**Zoomed window**

Bar = 20 um. Region (70, 139) to (120, 189) um. Cells in grey, sequential cells in the stronger grey; small squares are vias.
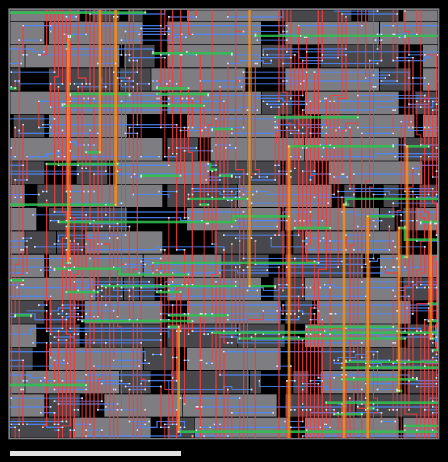
**The metal 1 layer**

Bar = 50 um.
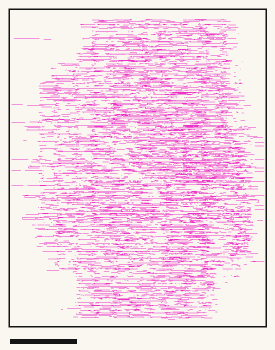
**Pin placement**

Bar = 50 um. Pins as bars across the die edge, other pins in grey.
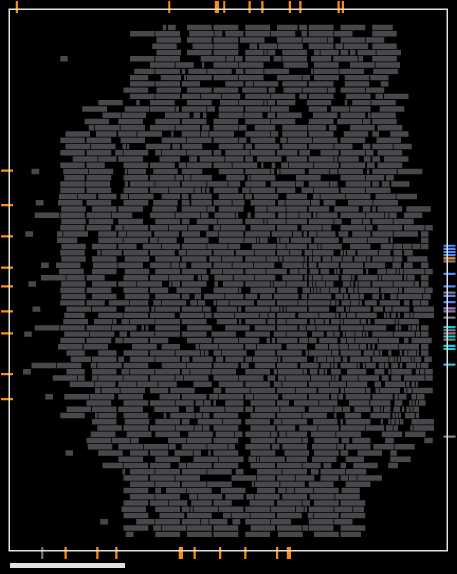
**Where the registers sit**

Bar = 50 um. Other sequential cells in the stronger grey, the rest of the logic in the fainter grey.
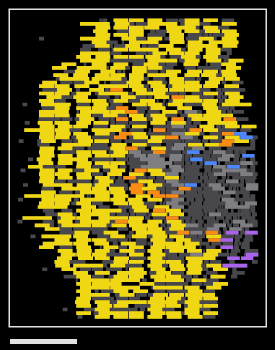
**The clock network**

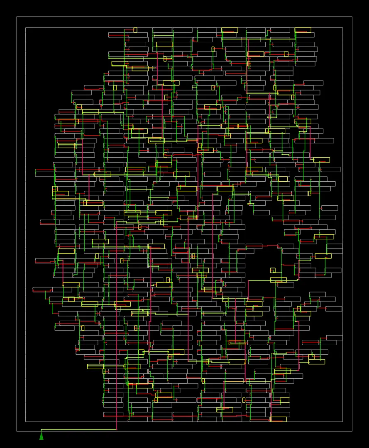
--- src/rtl/pssi_pkg.sv ---
// Shared types and helpers for the PSSI transmit path.
package pssi_pkg;

  typedef enum logic [1:0] {
    IDLE = 2'd0,
    SEND = 2'd1,
    GAP  = 2'd2
  } state_t;

  localparam int unsigned PSSI_BYTES_PER_WORD = 4;

  // Pick byte 'idx' of the outgoing order; idx 0 is the first byte on the bus.
  function automatic logic [7:0] byte_sel(input logic [31:0] word,
                                          input logic [1:0]  idx,
                                          input logic        lsb_first);
    logic [1:0] pos;
    pos = lsb_first ? idx : ~idx;
    case (pos)
      2'd0:    byte_sel = word[7:0];
      2'd1:    byte_sel = word[15:8];
      2'd2:    byte_sel = word[23:16];
      default: byte_sel = word[31:24];
    endcase
  endfunction

endpackage

--- src/rtl/pssi_tx_ctrl_sync_fifo.sv ---
// Sample FIFO with registered head-of-queue output: dout_o always holds the
// oldest stored word one cycle after it is written, so a pop can use it directly.
module sync_fifo #(
  parameter int unsigned WIDTH = 32,
  parameter int unsigned DEPTH = 16
) (
  input  logic                       clk_i,
  input  logic                       rst_ni,
  input  logic                       flush_i,
  input  logic                       push_i,
  input  logic [WIDTH-1:0]           din_i,
  input  logic                       pop_i,
  output logic [WIDTH-1:0]           dout_o,
  output logic [$clog2(DEPTH):0]     level_o,
  output logic                       full_o,
  output logic                       empty_o
);

  localparam int unsigned AW = $clog2(DEPTH);
  localparam int unsigned LW = AW + 1;

  logic [WIDTH-1:0] mem_q [DEPTH];
  logic [AW-1:0]    wr_ptr_q, wr_ptr_d;
  logic [AW-1:0]    rd_ptr_q, rd_ptr_d;
  logic [LW-1:0]    level_q, level_d;
  logic [WIDTH-1:0] dout_q, dout_d;
  logic             do_push, do_pop;

  assign full_o  = (level_q == LW'(DEPTH));
  assign empty_o = (level_q == '0);
  assign level_o = level_q;
  assign dout_o  = dout_q;

  // Pointer/level update; the new head is bypassed from din_i when the
  // word being written lands at the head position.
  always_comb begin
    do_push  = push_i & ~full_o;
    do_pop   = pop_i & ~empty_o;
    wr_ptr_d = wr_ptr_q + AW'(do_push);
    rd_ptr_d = rd_ptr_q + AW'(do_pop);
    level_d  = level_q + LW'(do_push) - LW'(do_pop);
    dout_d   = (do_push && (wr_ptr_q == rd_ptr_d)) ? din_i : mem_q[rd_ptr_d];
    if (flush_i) begin
      wr_ptr_d = '0;
      rd_ptr_d = '0;
      level_d  = '0;
      dout_d   = '0;
    end
  end

  // Storage array, written on accepted pushes only.
  always_ff @(posedge clk_i) begin
    if (do_push) mem_q[wr_ptr_q] <= din_i;
  end

  // Pointer, level and head registers.
  always_ff @(posedge clk_i or negedge rst_ni) begin
    if (!rst_ni) begin
      wr_ptr_q <= '0;
      rd_ptr_q <= '0;
      level_q  <= '0;
      dout_q   <= '0;
    end else begin
      wr_ptr_q <= wr_ptr_d;
      rd_ptr_q <= rd_ptr_d;
      level_q  <= level_d;
      dout_q   <= dout_d;
    end
  end

endmodule

--- src/rtl/pssi_tx_ctrl.sv ---
// PSSI transmit controller: buffers 32-bit samples and streams them as
// bytes to the STM32 PSSI port with RDY flow control and frame gaps.
module pssi_tx_ctrl
  import pssi_pkg::*;
#(
  parameter int unsigned FIFO_DEPTH  = 16,
  parameter int unsigned CLK_DIV     = 2,
  parameter int unsigned FRAME_WORDS = 256,
  parameter bit          LSB_FIRST   = 1'b1
) (
  input  logic                          clk_i,
  input  logic                          rst_ni,
  input  logic                          enable_i,
  input  logic [31:0]                   sample_i,
  input  logic                          sample_valid_i,
  output logic                          pssi_clk_o,
  output logic                          pssi_de_o,
  input  logic                          pssi_rdy_i,
  output logic [7:0]                    pssi_data_o,
  output logic [$clog2(FIFO_DEPTH):0]   fifo_level_o,
  output logic                          overflow_o,
  output logic                          busy_o,
  output logic                          frame_done_o
);

  localparam int unsigned DW = (CLK_DIV > 1) ? $clog2(CLK_DIV) : 1;
  localparam int unsigned WW = $clog2(FRAME_WORDS + 1);

  state_t          state_q, state_d;
  logic [DW-1:0]   div_cnt_q, div_cnt_d;
  logic            pclk_q, pclk_d;
  logic            rdy_meta_q, rdy_s_q;
  logic            accept_q, accept_d;
  logic [1:0]      idx_q, idx_d;
  logic [WW-1:0]   word_cnt_q, word_cnt_d;
  logic [31:0]     word_q, word_d;
  logic [7:0]      data_q, data_d;
  logic            de_q, de_d;
  logic            ovf_q, ovf_d;
  logic            frame_done_q, frame_done_d;

  logic            run, div_last, tick_rise, tick_fall;
  logic            start_word, flush;
  logic            fifo_push, fifo_pop;
  logic [31:0]     fifo_dout;
  logic            fifo_full, fifo_empty;

  assign run       = enable_i | (state_q != IDLE);
  assign div_last  = (div_cnt_q == DW'(CLK_DIV - 1));
  assign tick_rise = run & div_last & ~pclk_q;
  assign tick_fall = run & div_last & pclk_q;
  assign flush     = (state_q == IDLE) & ~enable_i;
  assign fifo_push = sample_valid_i & enable_i;

  sync_fifo #(
    .WIDTH (32),
    .DEPTH (FIFO_DEPTH)
  ) u_fifo (
    .clk_i   (clk_i),
    .rst_ni  (rst_ni),
    .flush_i (flush),
    .push_i  (fifo_push),
    .din_i   (sample_i),
    .pop_i   (fifo_pop),
    .dout_o  (fifo_dout),
    .level_o (fifo_level_o),
    .full_o  (fifo_full),
    .empty_o (fifo_empty)
  );

  // PSSI clock divider; parked low whenever the link is idle and disabled.
  always_comb begin
    div_cnt_d = div_cnt_q;
    pclk_d    = pclk_q;
    if (!run) begin
      div_cnt_d = '0;
      pclk_d    = 1'b0;
    end else if (div_last) begin
      div_cnt_d = '0;
      pclk_d    = ~pclk_q;
    end else begin
      div_cnt_d = div_cnt_q + DW'(1);
    end
  end

  // Byte sequencing FSM: samples acceptance on the rising tick, moves on the falling tick.
  always_comb begin
    state_d      = state_q;
    accept_d     = accept_q;
    idx_d        = idx_q;
    word_cnt_d   = word_cnt_q;
    word_d       = word_q;
    data_d       = data_q;
    de_d         = de_q;
    frame_done_d = 1'b0;
    start_word   = 1'b0;
    fifo_pop     = 1'b0;
    ovf_d        = ovf_q | (sample_valid_i & enable_i & fifo_full);

    if (tick_rise) accept_d = de_q & rdy_s_q;

    if (tick_fall) begin
      accept_d = 1'b0;
      case (state_q)
        IDLE, GAP: begin
          if (enable_i && !fifo_empty && rdy_s_q) begin
            start_word = 1'b1;
          end else begin
            state_d = IDLE;
            de_d    = 1'b0;
          end
        end
        SEND: begin
          if (accept_q) begin
            if (idx_q != 2'(PSSI_BYTES_PER_WORD - 1)) begin
              idx_d  = idx_q + 2'd1;
              data_d = byte_sel(word_q, idx_q + 2'd1, LSB_FIRST);
            end else if (word_cnt_q == WW'(FRAME_WORDS - 1)) begin
              frame_done_d = 1'b1;
              word_cnt_d   = '0;
              de_d         = 1'b0;
              state_d      = GAP;
            end else begin
              word_cnt_d = word_cnt_q + WW'(1);
              if (enable_i && !fifo_empty) begin
                start_word = 1'b1;
              end else begin
                de_d    = 1'b0;
                state_d = IDLE;
              end
            end
          end
        end
        default: begin
          state_d = IDLE;
          de_d    = 1'b0;
        end
      endcase
    end

    if (start_word) begin
      fifo_pop = 1'b1;
      word_d   = fifo_dout;
      data_d   = byte_sel(fifo_dout, 2'd0, LSB_FIRST);
      idx_d    = 2'd0;
      de_d     = 1'b1;
      state_d  = SEND;
    end

    // Disabled and idle: link state is discarded along with the FIFO contents.
    if (flush) begin
      word_cnt_d = '0;
      ovf_d      = 1'b0;
    end
  end

  // Two-flop synchronizer for the STM32 ready pin.
  always_ff @(posedge clk_i or negedge rst_ni) begin
    if (!rst_ni) begin
      rdy_meta_q <= 1'b0;
      rdy_s_q    <= 1'b0;
    end else begin
      rdy_meta_q <= pssi_rdy_i;
      rdy_s_q    <= rdy_meta_q;
    end
  end

  // Divider, FSM and output registers.
  always_ff @(posedge clk_i or negedge rst_ni) begin
    if (!rst_ni) begin
      state_q      <= IDLE;
      div_cnt_q    <= '0;
      pclk_q       <= 1'b0;
      accept_q     <= 1'b0;
      idx_q        <= '0;
      word_cnt_q   <= '0;
      word_q       <= '0;
      data_q       <= '0;
      de_q         <= 1'b0;
      ovf_q        <= 1'b0;
      frame_done_q <= 1'b0;
    end else begin
      state_q      <= state_d;
      div_cnt_q    <= div_cnt_d;
      pclk_q       <= pclk_d;
      accept_q     <= accept_d;
      idx_q        <= idx_d;
      word_cnt_q   <= word_cnt_d;
      word_q       <= word_d;
      data_q       <= data_d;
      de_q         <= de_d;
      ovf_q        <= ovf_d;
      frame_done_q <= frame_done_d;
    end
  end

  assign pssi_clk_o   = pclk_q;
  assign pssi_de_o    = de_q;
  assign pssi_data_o  = data_q;
  assign overflow_o   = ovf_q;
  assign busy_o       = (state_q != IDLE);
  assign frame_done_o = frame_done_q;

endmodule
--- config.mk ---
export PLATFORM = sky130hd
export DESIGN_NAME = pssi_tx_ctrl
export DESIGN_NICKNAME = d
export VERILOG_FILES = /design/src/rtl/pssi_pkg.sv /design/src/rtl/pssi_tx_ctrl_sync_fifo.sv /design/src/rtl/pssi_tx_ctrl.sv
export SDC_FILE = /design/constraint.sdc
export NUM_CORES = 1
export LEC_CHECK = 0
export CAP_MARGIN = 20
export CORE_ASPECT_RATIO = 1.25
export CORE_MARGIN = 5
export CORE_UTILIZATION = 60
export DETAILED_ROUTE_END_ITERATION = 7
export GPL_TIMING_DRIVEN = 0
export PLACE_DENSITY = 0.87
export SLEW_MARGIN = 20
export SYNTH_ARGS = -nofsm -noshare
export SYNTH_HDL_FRONTEND = slang
export SYNTH_SLANG_ARGS = --single-unit
export TNS_END_PERCENT = 20
--- constraint.sdc ---
create_clock -name clk_i -period 6.2 [get_ports clk_i]
set_clock_uncertainty 0.05 [all_clocks]
set_input_delay 1.24 -clock clk_i [delete_from_list [all_inputs] [get_ports clk_i]]
set_output_delay 1.24 -clock clk_i [all_outputs]
set_load 0.005 [all_outputs]
==> results.txt <==
CTS resizes: 0
GRT overflow: 0
post-DP HPWL: 34600 um
Post-synth area hogs: edfxtp_1 (63%), mux4_2 (12%), dfrtp_1 (11%)
final hold slack: 0.311 ns
drt wl/cell: 31.6 um
sequential share of cell area: 64.6%
non-clk buf share: 4.85%
actual slew at the worst max-slew pin: 0.958 ns
critical-path cell list: ha_1, inv_1, nor4_4, and2b_4, o221ai_4, inv_4, buf_6, ha_1, ha_1, buf_1, clkbuf_1, mux4_2, mux2i_1, mux2i_1, a22o_1
outcome: finished, final reports clean
MI comb cells: 471
CP max FO: 11
GPL Wtd Cong: 0.880
r2r setup slk: 0.71 ns
Worst-Skew Late Latency: 0.60 ns
kind of cell adding the most delay to the critical path: buffers and inverters
yosys stat cell total: 1156
number of global-route vias before repair: 13200
path depth of the worst reg2reg path: 15
syn nets: 1210
nets: 1356
largest net degree at the start of global routing: 58
Crit Reg-Reg Startpoint: idx_q[0]
vias per inst: 6.88
Peak Freq: 182 MHz
clock tree from TritonCTS: built
final-layout clock-cell area share: 6.41%
Critical path buffers and inverters: 5
Power Density: 405 nW/um^2
Synth Instances: 1156
Routed Antenna Nets: 0
CP endpoint kind: register
Crit-path slowest cell: clkbuf_1
P&R area growth vs syn: 14.9%
CTS Buffer Depth: 3
cts-stage hold buffer count: 0
Antenna diodes: 1
Post-synth EDFFs: 512
Tmin final: 5.49 ns
About 'zoomed window':
met4: drawn in orange. met2: drawn in red. met1: drawn in blue. met3: drawn in green.
Netlist names of flops here include u_fifo.mem_q (39), u_fifo.dout_o (7). Most frequent: edfxtp_1 (39), mux2i_1 (17), mux4_2 (9). 100 logic cells have their middle in the window. Sequential cells in the window: 46.

About 'the metal 1 layer':
1312 nets have wire on it. The wires run mostly horizontal. The layer holds 35% of the routed length.
via count: 12800
final WL: 58500 um
met1 Use GR: 35.2%

About 'pin placement':
fifo_level_o: drawn in cyan, pins 5, direction output, edge east. pssi_data_o: drawn in blue, pins 8, direction output, edge east. sample_i: drawn in orange, pins 32, direction input, edge 11 south, 11 north, 9 west, 1 east. pssi_de_o: drawn in purple, pins 1, direction output, edge east.
All pins by edge: 23 east, 12 south, 11 north, 9 west.
die height: 235 um
die span in x: 190 um
IO buf count: 54

About 'where the registers sit':
u_fifo.dout_o: drawn in orange, flops 32. word_cnt_q: drawn in purple, flops 9, where south-east. pssi_data_o: drawn in blue, flops 8, where east. u_fifo.mem_q: drawn in yellow, flops 512.
Another 56 sequential cells are not coloured.

About 'the clock network':
CTS buffer count: 55
clock network power: 3410 uW
# clk buffers: 74

==> state kept, by name, summed over array words and instances, names as in the netlist, 4 cells and up <==
name	cells
u_fifo.rd_ptr_q	4
u_fifo.level_o	5
u_fifo.dout_o	32
word_q	32
u_fifo.mem_q	512
word_cnt_q	9
u_fifo.wr_ptr_q	4
pssi_data_o	8
==> routing by layer <==
layer / global-route usage [%] / wire [um] / vias up
li1: - / - / 5003
met1: 35.2 / 20200 / 6625
met2: 43.8 / 30000 / 921
met3: 4.28 / 5410 / 201
met4: 11.6 / 2970 / 0
met5: 0 / 0 / -
==> power breakdown <==
part | total (uW) | switching (uW) | internal, uW
Sequential | 5180 | 281 | 4890
Clock | 3410 | 1520 | 1890
Combinational | 2700 | 1390 | 1310
Total | 11300 | 3190 | 8100
==> worst min-delay path by stage <==
stage               start       to  slack (ns)  cells past startpoint
3_5_place_dp   rdy_meta_q  rdy_s_q        0.29                      0
4_1_cts        rdy_meta_q  rdy_s_q        0.31                      0
2_1_floorplan  rdy_meta_q  rdy_s_q        0.28                      0
5_1_grt        rdy_meta_q  rdy_s_q        0.33                      0
3_3_place_gp   rdy_meta_q  rdy_s_q        0.29                      0
6_report       rdy_meta_q  rdy_s_q        0.31                      0
==> placed cells by master, fill, tap and decap left out, drive strengths merged, types with 3 or more instances in the layout <==
master and instances:
clkinvlp 5, ha 16, mux4 128, xor2 8, a22o 33, clkdlybuf4s50 53, nor4 3, inv 17
nand3 8, nor2 36, clkinv 15, o21ai 13, nand2 22, edfxtp 512, xnor2 8, buf 63
and2 7, clkbuf 104, nor3 4, mux2i 98, bufinv 4, or3 3, a21oi 6, mux2 49
a222oi 8, dfrtp 105
==> stage by stage <==
stage                     util, %  total power (uW)  setup slack [ns]  instance area, sq um
after floorplan                 -              6930              1.56                 24200
after global placement       63.5              7630             -1.52                 25400
after detailed placement     65.1              7800             0.675                 26100
after CTS                    69.6             11300             0.755                 27900
after global routing         69.6             11700             0.530                 27900
final                        69.6             11300             0.710                 27900
==> Yosys cell counts (4+ instances only) <==
library cell,count
xnor2_1,8
nor3_1,4
dfrtp_1,105
inv_1,10
a22o_1,33
buf_2,21
edfxtp_1,512
ha_1,16
a21oi_1,6
a222oi_1,8
mux2i_1,98
o21ai_0,13
mux4_2,128
nand2_1,21
mux2_4,27
clkbuf_1,30
mux2_2,22
and2_1,7
nand3_1,7
xor2_1,7
nor2_1,36
==> cells by family after synthesis <==
| family | after synthesis | share of synthesized area, % |
|---|---|---|
| flip-flops | 617 | 74.2 |
| multiplexers | 275 | 18.6 |
| AND/OR/NAND/NOR | 97 | 2.09 |
| buffers and inverters | 68 | 1.26 |
| AND-OR/OR-AND | 65 | 2.16 |
| XOR/XNOR | 17 | 0.707 |
| adder cells (fa/ha/maj) | 17 | 0.908 |
==> worst register-to-register path, stage by stage (launching register included) <==
cell and delay (ns):
dfrtp_1 0.48, ha_1 0.29, inv_1 0.12, nor4_4 0.48, and2b_4 0.28, o221ai_4 0.23, inv_4 0.21, buf_6 0.22
ha_1 0.20, ha_1 0.22, buf_1 0.72, clkbuf_1 0.74, mux4_2 0.43, mux2i_1 0.29, mux2i_1 0.13, a22o_1 0.27
No activity file was given, so power comes from the tool's default toggle rates.
